==> src/rtl/ext_bus_pkg.sv <==
// Shared types and helpers for the two-port external bus arbiter.
package ext_bus_pkg;

    typedef enum logic [1:0] {
        ST_IDLE = 2'd0,
        ST_BUSY = 2'd1,
        ST_RESP = 2'd2
    } state_e;

    localparam logic PORT_IF = 1'b0;
    localparam logic PORT_D  = 1'b1;

    function automatic int strb_w(input int data_w);
        return data_w / 8;
    endfunction

endpackage

==> src/rtl/ext_bus_watchdog.sv <==
// Saturating bus-timeout counter; expired is asserted during the BUSY cycle that
// would be the TIMEOUT_CYCLES-th one without a response. TIMEOUT_CYCLES=0 disables it.
module ext_bus_watchdog #(
    parameter int TIMEOUT_CYCLES = 255
) (
    input  logic clk,
    input  logic reset_n,
    input  logic clear,
    input  logic enable,
    output logic expired
);

    localparam int CNT_W = (TIMEOUT_CYCLES > 0) ? $clog2(TIMEOUT_CYCLES + 1) : 1;
    localparam logic [CNT_W-1:0] LIMIT = CNT_W'(TIMEOUT_CYCLES);
    localparam logic [CNT_W-1:0] ONE   = CNT_W'(1);
    localparam logic [CNT_W-1:0] LAST  = LIMIT - ONE;

    logic [CNT_W-1:0] count_q, count_d;

    always_comb begin
        count_d = count_q;
        if (clear) begin
            count_d = '0;
        end else if (enable && (count_q != LIMIT)) begin
            count_d = count_q + ONE;
        end
    end

    always_ff @(posedge clk) begin
        if (!reset_n) begin
            count_q <= '0;
        end else begin
            count_q <= count_d;
        end
    end

    assign expired = (TIMEOUT_CYCLES != 0) && enable && (count_q >= LAST);

endmodule

==> src/rtl/ext_bus_arbiter.sv <==
// Round-robin arbiter sharing one external bus between fetch (port 0) and
// load/store (port 1), one transaction at a time, with a timeout error path.
module ext_bus_arbiter
    import ext_bus_pkg::*;
#(
    parameter int ADDR_W         = 32,
    parameter int DATA_W         = 32,
    parameter int TIMEOUT_CYCLES = 255
) (
    input  logic                        clk,
    input  logic                        reset_n,
    input  logic                        if_valid,
    input  logic [ADDR_W-1:0]           if_address,
    output logic                        if_ready,
    output logic [DATA_W-1:0]           if_read_data,
    output logic                        if_error,
    input  logic                        d_valid,
    input  logic [ADDR_W-1:0]           d_address,
    input  logic [DATA_W-1:0]           d_write_data,
    input  logic [strb_w(DATA_W)-1:0]   d_write_strobe,
    output logic                        d_ready,
    output logic [DATA_W-1:0]           d_read_data,
    output logic                        d_error,
    output logic                        ext_valid,
    output logic                        ext_instruction,
    output logic [ADDR_W-1:0]           ext_address,
    output logic [DATA_W-1:0]           ext_write_data,
    output logic [strb_w(DATA_W)-1:0]   ext_write_strobe,
    input  logic                        ext_ready,
    input  logic [DATA_W-1:0]           ext_read_data,
    output logic                        busy
);

    localparam int STRB_W = strb_w(DATA_W);

    state_e              state_q, state_d;
    logic                last_grant_q, last_grant_d;
    logic                grant_q, grant_d;
    logic                ext_valid_q, ext_valid_d;
    logic                ext_instruction_q, ext_instruction_d;
    logic [ADDR_W-1:0]   ext_address_q, ext_address_d;
    logic [DATA_W-1:0]   ext_write_data_q, ext_write_data_d;
    logic [STRB_W-1:0]   ext_write_strobe_q, ext_write_strobe_d;
    logic [DATA_W-1:0]   if_rdata_q, if_rdata_d;
    logic [DATA_W-1:0]   d_rdata_q, d_rdata_d;
    logic                if_err_q, if_err_d;
    logic                d_err_q, d_err_d;
    logic                req_grant;
    logic                wd_expired;

    ext_bus_watchdog #(
        .TIMEOUT_CYCLES(TIMEOUT_CYCLES)
    ) u_watchdog (
        .clk     (clk),
        .reset_n (reset_n),
        .clear   (state_q == ST_IDLE),
        .enable  (state_q == ST_BUSY),
        .expired (wd_expired)
    );

    // A tie goes to the port that did not win last time.
    always_comb begin
        if (if_valid && d_valid) begin
            req_grant = ~last_grant_q;
        end else if (d_valid) begin
            req_grant = PORT_D;
        end else begin
            req_grant = PORT_IF;
        end
    end

    always_comb begin
        state_d            = state_q;
        last_grant_d       = last_grant_q;
        grant_d            = grant_q;
        ext_valid_d        = ext_valid_q;
        ext_instruction_d  = ext_instruction_q;
        ext_address_d      = ext_address_q;
        ext_write_data_d   = ext_write_data_q;
        ext_write_strobe_d = ext_write_strobe_q;
        if_rdata_d         = if_rdata_q;
        d_rdata_d          = d_rdata_q;
        if_err_d           = if_err_q;
        d_err_d            = d_err_q;
        case (state_q)
            ST_IDLE: begin
                if (if_valid || d_valid) begin
                    grant_d            = req_grant;
                    ext_valid_d        = 1'b1;
                    ext_instruction_d  = (req_grant == PORT_IF);
                    ext_address_d      = (req_grant == PORT_D) ? d_address : if_address;
                    ext_write_data_d   = (req_grant == PORT_D) ? d_write_data : '0;
                    ext_write_strobe_d = (req_grant == PORT_D) ? d_write_strobe : '0;
                    state_d            = ST_BUSY;
                end
            end
            ST_BUSY: begin
                // A real response beats a coincident timeout.
                if (ext_ready || wd_expired) begin
                    ext_valid_d = 1'b0;
                    state_d     = ST_RESP;
                    if (grant_q == PORT_D) begin
                        d_rdata_d = ext_ready ? ext_read_data : '0;
                        d_err_d   = !ext_ready;
                    end else begin
                        if_rdata_d = ext_ready ? ext_read_data : '0;
                        if_err_d   = !ext_ready;
                    end
                end
            end
            ST_RESP: begin
                last_grant_d = grant_q;
                state_d      = ST_IDLE;
            end
            default: state_d = ST_IDLE;
        endcase
    end

    always_ff @(posedge clk) begin
        if (!reset_n) begin
            state_q            <= ST_IDLE;
            last_grant_q       <= PORT_D;
            grant_q            <= PORT_IF;
            ext_valid_q        <= 1'b0;
            ext_instruction_q  <= 1'b0;
            ext_address_q      <= '0;
            ext_write_data_q   <= '0;
            ext_write_strobe_q <= '0;
            if_rdata_q         <= '0;
            d_rdata_q          <= '0;
            if_err_q           <= 1'b0;
            d_err_q            <= 1'b0;
        end else begin
            state_q            <= state_d;
            last_grant_q       <= last_grant_d;
            grant_q            <= grant_d;
            ext_valid_q        <= ext_valid_d;
            ext_instruction_q  <= ext_instruction_d;
            ext_address_q      <= ext_address_d;
            ext_write_data_q   <= ext_write_data_d;
            ext_write_strobe_q <= ext_write_strobe_d;
            if_rdata_q         <= if_rdata_d;
            d_rdata_q          <= d_rdata_d;
            if_err_q           <= if_err_d;
            d_err_q            <= d_err_d;
        end
    end

    assign if_ready         = (state_q == ST_RESP) && (grant_q == PORT_IF);
    assign d_ready          = (state_q == ST_RESP) && (grant_q == PORT_D);
    assign if_read_data     = if_rdata_q;
    assign d_read_data      = d_rdata_q;
    assign if_error         = if_err_q;
    assign d_error          = d_err_q;
    assign ext_valid        = ext_valid_q;
    assign ext_instruction  = ext_instruction_q;
    assign ext_address      = ext_address_q;
    assign ext_write_data   = ext_write_data_q;
    assign ext_write_strobe = ext_write_strobe_q;
    assign busy             = (state_q != ST_IDLE);

endmodule

==> config.mk <==
export PLATFORM = sky130hd
export DESIGN_NAME = ext_bus_arbiter
export DESIGN_NICKNAME = d
export VERILOG_FILES = /design/src/rtl/ext_bus_pkg.sv /design/src/rtl/ext_bus_watchdog.sv /design/src/rtl/ext_bus_arbiter.sv
export SDC_FILE = /design/constraint.sdc
export NUM_CORES = 1
export LEC_CHECK = 0
export CORE_MARGIN = 10
export CORE_UTILIZATION = 35
export DETAILED_ROUTE_END_ITERATION = 7
export DONT_BUFFER_PORTS = 1
export PLACE_DENSITY = 0.59
export SYNTH_ARGS = -nofsm -noshare
export SYNTH_HDL_FRONTEND = slang
export SYNTH_SLANG_ARGS = --single-unit
==> constraint.sdc <==
create_clock -name clk -period 2.2 [get_ports clk]
set_clock_uncertainty 0.2 [all_clocks]
set_input_delay 0.22 -clock clk [delete_from_list [all_inputs] [get_ports clk]]
set_output_delay 0.22 -clock clk [all_outputs]
set_load 0.03 [all_outputs]
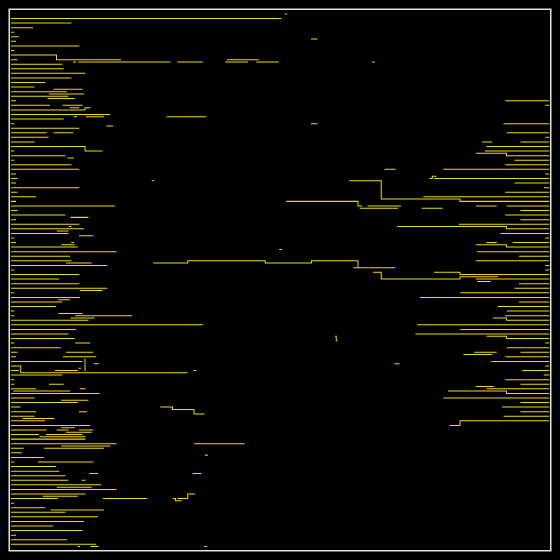
Fig. 1. M3 wires.
wire length on this layer: 3390 um
share of all routed wire: 14%
nets with wire on the layer: 225
main direction: horizontal
longest straight run: 80.0 um
met3 track demand over resource: 0.1007
total number of vias: 6513
final WL: 24820 um

==> flow_summary.html <==
<h3>Flow metrics</h3>
<table>
<tr><th>Metric</th><th>Value</th></tr>
<tr><th colspan="2">Outcome</th></tr>
<tr><td>Result of the run</td><td>finished, final reports clean</td></tr>
<tr><th colspan="2">Clock network</th></tr>
<tr><td>Clock buffer depth</td><td>2</td></tr>
<tr><td>Setup Fix Bufs, Post-CTS</td><td>0</td></tr>
<tr><td>TritonCTS sink count</td><td>148</td></tr>
<tr><td>TritonCTS clock tree</td><td>done</td></tr>
<tr><td>Master cell of the clock root buffer</td><td>sky130_fd_sc_hd__clkbuf_16</td></tr>
<tr><td>Clock input transition at the sequential cells of the worst setup and hold paths</td><td>0.06 ns</td></tr>
<tr><th colspan="2">Timing</th></tr>
<tr><td>Normalized max-slew margin</td><td>0.6215</td></tr>
<tr><td>Final tally of setup violations</td><td>0</td></tr>
<tr><td>Minimum period implied by the final worst setup slack</td><td>2.121 ns</td></tr>
<tr><td>Measured slew at the worst slew-check pin</td><td>0.5678 ns</td></tr>
<tr><td>Least setup slack across all paths after layout</td><td>0.07878 ns</td></tr>
<tr><th colspan="2">Drt</th></tr>
<tr><td>Post-DRT Antenna Nets</td><td>0</td></tr>
<tr><td>Met3 WL post-DR</td><td>3389 um</td></tr>
<tr><td>Routed vias/inst</td><td>5.708</td></tr>
<tr><td>Post-route met1 wirelength</td><td>9516 um</td></tr>
<tr><td>Met2 wire len</td><td>11340 um</td></tr>
<tr><td>Average routed wire per standard cell</td><td>21.75 um</td></tr>
<tr><th colspan="2">Power and ir drop</th></tr>
<tr><td>Seq pwr share</td><td>0.450</td></tr>
<tr><td>Reported net switching power</td><td>2.275 mW</td></tr>
<tr><td>Biggest power consumer among the groups</td><td>sequential cells</td></tr>
<tr><td>Total combinational power</td><td>1.09 mW</td></tr>
<tr><td>Internal power</td><td>5.095 mW</td></tr>
<tr><td>Combinational group share of total power</td><td>0.147</td></tr>
<tr><td>Pwr per Cell Area</td><td>810.9 nW/um^2</td></tr>
<tr><th colspan="2">Floorplan</th></tr>
<tr><td>Die boundary height</td><td>160.6 um</td></tr>
<tr><td>Count of boundary I/O pins</td><td>276</td></tr>
<tr><td>Tap cells</td><td>265</td></tr>
<tr><td>Row cnt</td><td>51</td></tr>
<tr><th colspan="2">Finish</th></tr>
<tr><td>Fill count</td><td>1794</td></tr>
<tr><td>Largest contributor to cell area by class</td><td>multi-input combinational cells</td></tr>
<tr><td>Most instantiated logic cell after routing</td><td>sky130_fd_sc_hd__dfxtp_1</td></tr>
<tr><td>Clock tree buffer count of the final layout</td><td>20</td></tr>
<tr><td>Syn-to-layout area delta</td><td>31.29%</td></tr>
<tr><td>Commonest cells after routing, fill and taps aside</td><td>sky130_fd_sc_hd__dfxtp_1 (148), sky130_fd_sc_hd__dlygate4sd3_1 (131), sky130_fd_sc_hd__nand3_1 (103), sky130_fd_sc_hd__nand3b_1 (66)</td></tr>
<tr><td>Nets</td><td>1000</td></tr>
<tr><td>Post-route cell area</td><td>9087 um^2</td></tr>
<tr><td>Proportion of cell area occupied by multi-input gates</td><td>0.3819</td></tr>
<tr><th colspan="2">Critical path</th></tr>
<tr><td>Startpoint Class</td><td>flop</td></tr>
<tr><td>Critical path, cell by cell</td><td>buf_4, nor2_4, inv_4, buf_12, o21ai_0, a31oi_1, dlygate4sd3_1</td></tr>
<tr><td>CP peak stage delay</td><td>0.57 ns</td></tr>
<tr><td>CP Data Required Time</td><td>2.30 ns</td></tr>
<tr><td>Cell type of the slowest stage on the worst timing path</td><td>sky130_fd_sc_hd__dlygate4sd3_1</td></tr>
<tr><td>Worst setup EP type</td><td>flop</td></tr>
<tr><th colspan="2">Synthesis</th></tr>
<tr><td>Post-synth seq share</td><td>0.4281</td></tr>
<tr><td>Yosys cell count</td><td>774</td></tr>
<tr><td>XOR/XNOR Area Share</td><td>0</td></tr>
<tr><td>Gate count after technology mapping</td><td>774</td></tr>
<tr><td>MUX area fraction</td><td>0.09581</td></tr>
<tr><td>YS warnings</td><td>0</td></tr>
<tr><td>Number of distinct standard cells referenced by the synthesized netlist</td><td>48</td></tr>
<tr><td>List of most frequent post-synthesis cells</td><td>sky130_fd_sc_hd__dfxtp_1 (148), sky130_fd_sc_hd__nand3_1 (103), sky130_fd_sc_hd__o21ai_0 (72)</td></tr>
<tr><td>Synth Cell Area</td><td>6922 um^2</td></tr>
<tr><td>YS chip area</td><td>6922 um^2</td></tr>
<tr><td>Largest cells by area after synthesis</td><td>sky130_fd_sc_hd__dfxtp_1 (43%), sky130_fd_sc_hd__mux2i_1 (9.3%), sky130_fd_sc_hd__nand3_1 (7.4%)</td></tr>
<tr><td>Largest non-sequential cell family by area</td><td>simple AND/OR/NAND/NOR gates</td></tr>
<tr><td>Library cell with the largest summed area after synthesis</td><td>sky130_fd_sc_hd__dfxtp_1</td></tr>
<tr><td>Area fraction in compound gates</td><td>0.1887</td></tr>
<tr><th colspan="2">Worst hold path</th></tr>
<tr><td>Hold Path Class</td><td>input pin to flop</td></tr>
<tr><th colspan="2">Placement</th></tr>
<tr><td>Placement-stage cell area</td><td>7048 um^2</td></tr>
<tr><td>Dpl hpwl</td><td>14830 um</td></tr>
<tr><td>Number of cells in the design after placement</td><td>972</td></tr>
<tr><td>Placer congestion estimate</td><td>0.7500</td></tr>
<tr><th colspan="2">GRT</th></tr>
<tr><td>Number of antenna violations at the first check in global routing</td><td>2</td></tr>
<tr><td>All-Layer GR Usage</td><td>0.1809</td></tr>
<tr><td>Vias in the first global route</td><td>6466</td></tr>
<tr><td>Global-route met2 utilization</td><td>0.2729</td></tr>
<tr><td>Global-route wire length before repair</td><td>38090 um</td></tr>
<tr><th colspan="2">Flow run</th></tr>
<tr><td>Number of warning messages in the logs</td><td>27</td></tr>
</table>
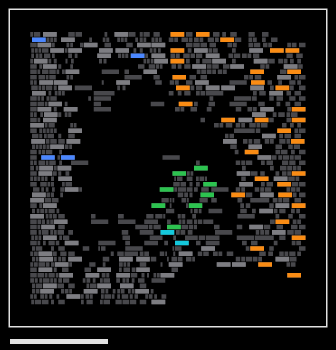
Fig. 2. Sequential cells colored by netlist name.
Bar = 50 um. Other sequential cells in the stronger gray, the rest of the logic in the fainter gray.
legend:
  `d_read_data`:
    color: orange
    sequential_cells: 32
  `u_watchdog.count_q`:
    color: green
    sequential_cells: 8
    where: middle
  `ext_write_strobe`:
    color: blue
    sequential_cells: 4
  `state_q`:
    color: cyan
    sequential_cells: 2
not colored: 102
power of the sequential group: 3.32 mW
post-route core utilization: 0.4669
share of cell area taken by flip-flops and latches: 0.3260
Register Area: 2963 um^2

-- metrics by stage --
stage          total power, mW   TNS, ns  hold slack [ns]  utilization
2_1_floorplan            3.949         0           0.1677            -
3_3_place_gp             4.118         0           0.1443       0.3621
3_5_place_dp             4.134         0           0.1431       0.3621
4_1_cts                  7.377         0         0.003399       0.4627
5_1_grt                  7.660  -0.01027          0.03291       0.4669
6_report                 7.369         0          0.01223       0.4669
-- path summary, 6_finish.rpt --
check | startpoint | to | slack [ns] | depth (start not counted)
max | state_q[0] | ext_address[6] | 0.08 | 7
min reg2reg | u_watchdog.count_q[2] | u_watchdog.count_q[2] | 0.36 | 2
min | ext_ready | if_read_data[30] | 0.01 | 3
max reg2reg | state_q[0] | ext_address[6] | 0.08 | 7
Power is estimated from default activity; no workload was simulated.
